==> config.mk <==
export PLATFORM = sky130hd
export DESIGN_NAME = tdm_demux_1x8
export DESIGN_NICKNAME = d
export VERILOG_FILES = /design/src/rtl/tdm_demux_pkg.sv /design/src/rtl/demux1x8_dec.sv /design/src/rtl/tdm_demux_1x8.sv
export SDC_FILE = /design/constraint.sdc
export NUM_CORES = 1
export LEC_CHECK = 0
export ABC_AREA = 1
export CAP_MARGIN = 20
export CORE_MARGIN = 8
export CORE_UTILIZATION = 39
export CTS_CLUSTER_DIAMETER = 30
export CTS_CLUSTER_SIZE = 14
export DETAILED_ROUTE_END_ITERATION = 7
export PLACE_DENSITY = 0.69
export SLEW_MARGIN = 10
export SYNTH_ARGS = -nofsm -noshare
export SYNTH_HDL_FRONTEND = slang
export SYNTH_HIERARCHICAL = 1
export SYNTH_SLANG_ARGS = --single-unit
==> constraint.sdc <==
create_clock -name clk -period 1.73 [get_ports clk]
set_input_delay 0.346 -clock clk [delete_from_list [all_inputs] [get_ports clk]]
set_output_delay 0.346 -clock clk [all_outputs]
set_load 0.01 [all_outputs]
==> images/final_clocks.png <==
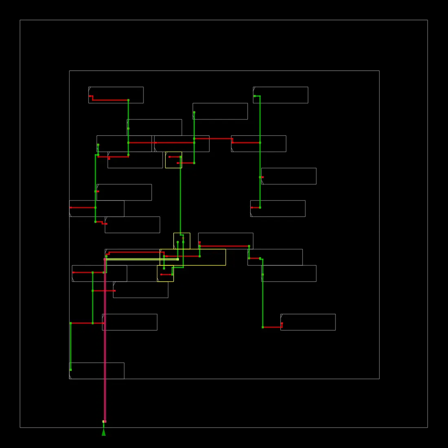
clk sinks: 22
CTS Buf Count: 3
registers: 22

==> images/pdn.png <==
Scale bar: 20 um. Pins as bars on the die edge.
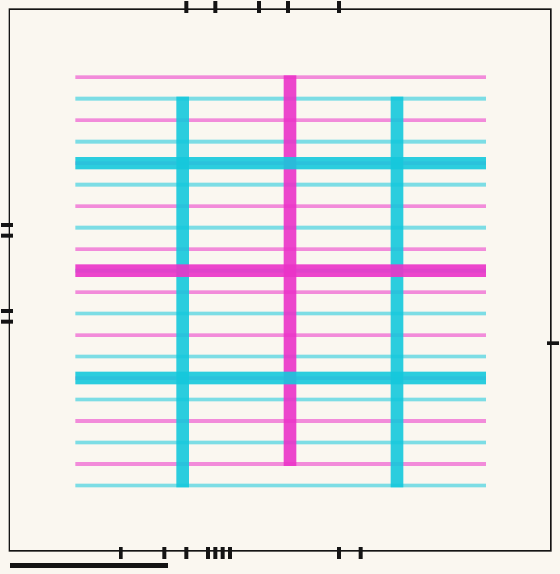
| color | net |
|---|---|
| magenta | VDD |
| cyan | VSS |
met5 straps: 3
met1 rails: 20
signal pins: 19
rows: 19
met4 straps: 3
Die X-Extent: 68.35 um
maximum vdd ir drop: 0.0009392 V
Die H: 68.35 um

==> images/metal_stack.png <==
Scale bar: 20 um. Two of the layers only.
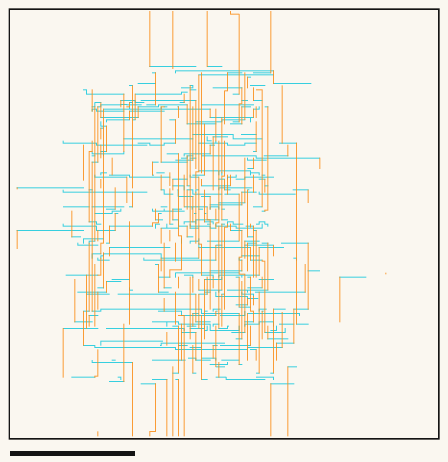
| color | layer | wire length |
|---|---|---|
| orange | met2 | 1190 um |
| cyan | met1 | 1010 um |
Avg WL per Cell: 11.94 um
Total Routing Usage GR: 11.35%
Total Wirelength: 2293 um

==> deck_impl_summary.md <==
Implementation Results

Die
  • Well Taps: 31
  • Core Region: 2686 um^2
  • FP Util: 39.78%

Layout
  • Comb gates: 87
  • Inverter count: 21
  • Clock-cell share: 3.740%
  • Commonest Layout Cell: nand2_1
  • Post-layout util: 52.31%
  • Fillcell total: 253
  • Area Growth Syn to Fin: 31.50%
  • Final cell count without fillers: 192
  • Register Area: 550.5 um^2
  • Diode count: 0
  • Comb/total area: 31.08%
  • Top cells excl fill/tap: nand2_1, dfrtp_1, inv_1, clkdlybuf4s50_1, nor2_1
  • Layout cells sized above 1: 16.15%
  • Final net count: 172

Outcome
  • Outcome: finished, final reports clean

Detailed routing
  • Met1 wire length: 1007 um
  • DR iter-0 viols: 14
  • Highest routed metal layer: met4
  • WL met3: 57 um
  • Post-route DRC: 0
  • Antenna viol nets, final: 0

Pwr
  • Cell-internal power: 1.185 mW
  • Power, Total: 1.789 mW
  • Sw Share: 33.75%
  • Reported net switching power: 0.6037 mW
  • Gate power share: 38.0%
  • Flop pwr share: 40.1%
  • Clk. pwr: 0.390 mW
  • PD cells: 1273 nW/um^2

STA
  • # setup viols final: 0
  • Hold_ws: 0.3626 ns
  • Max frequency: 610.8 MHz
  • Max_slew headroom: 82.11%
  • Clk_skew: 0.003376 ns
  • Post-layout period usage of the worst path: 94.64%
  • Final hold vios: 0
  • Final worst slack: 0.09271 ns
  • Worst Tran Pin Value: 0.2675 ns

Synthesis
  • Floorplan net count: 142
  • Seq share, synth: 51.52%
  • Avg Cell Area, Syn: 8.095 um^2
  • Post-Syn Area: 1069 um^2
  • Post-synth EDFFs: 0
  • Synth Flop Type: dfrtp_1
  • Area figure in the yosys stat output: 1069 um^2
  • #FFs+latches synth: 22

Critical path
  • R2R cell count: 11
  • Levels on crit path: 1
  • Bufs and invs on worst path: 1
  • Startpoint Class: flop
  • Critical-path top delay cell: clkdlybuf4s50_1
  • Max Fanout on Critical Path: 4
  • Crit path largest cell delay: 0.56 ns

CTS
  • Hold-fix buffers, CTS: 0
  • Clock Latency Late Sink: 0.30 ns
  • CTS tree: done

GRT
  • GRT busiest layer: met2
  • Initial antenna violation count: 0
  • Vias in the first global route: 965

Placed design
  • Post-DP HPWL: 1800 um
  • Dpl ws: -0.2082 ns

Worst hold path
  • Hold crit path type: in2async

Job
  • MaxCap Viol Count: 0
[cells in the mapped netlist (2+ instances only)]
cell | count | area share (%)
dfrtp_1 | 22 | 52
o21ai_0 | 9 | 4.2
inv_2 | 2 | 0.70
ha_1 | 5 | 5.9
nand2_2 | 3 | 1.8
inv_1 | 19 | 6.7
o21ai_1 | 7 | 3.3
nand2_1 | 42 | 15
nor2_1 | 16 | 5.6
[logic make-up after synthesis]
family,count (synthesis),synth area share (%)
adder cells (fa/ha/maj),5,5.855
flip-flops,22,51.52
AND-OR/OR-AND,18,9.016
AND/OR/NAND/NOR,64,24.71
buffers and inverters,23,8.899
Power figures rest on the tool's default switching activity, not on a simulated workload.
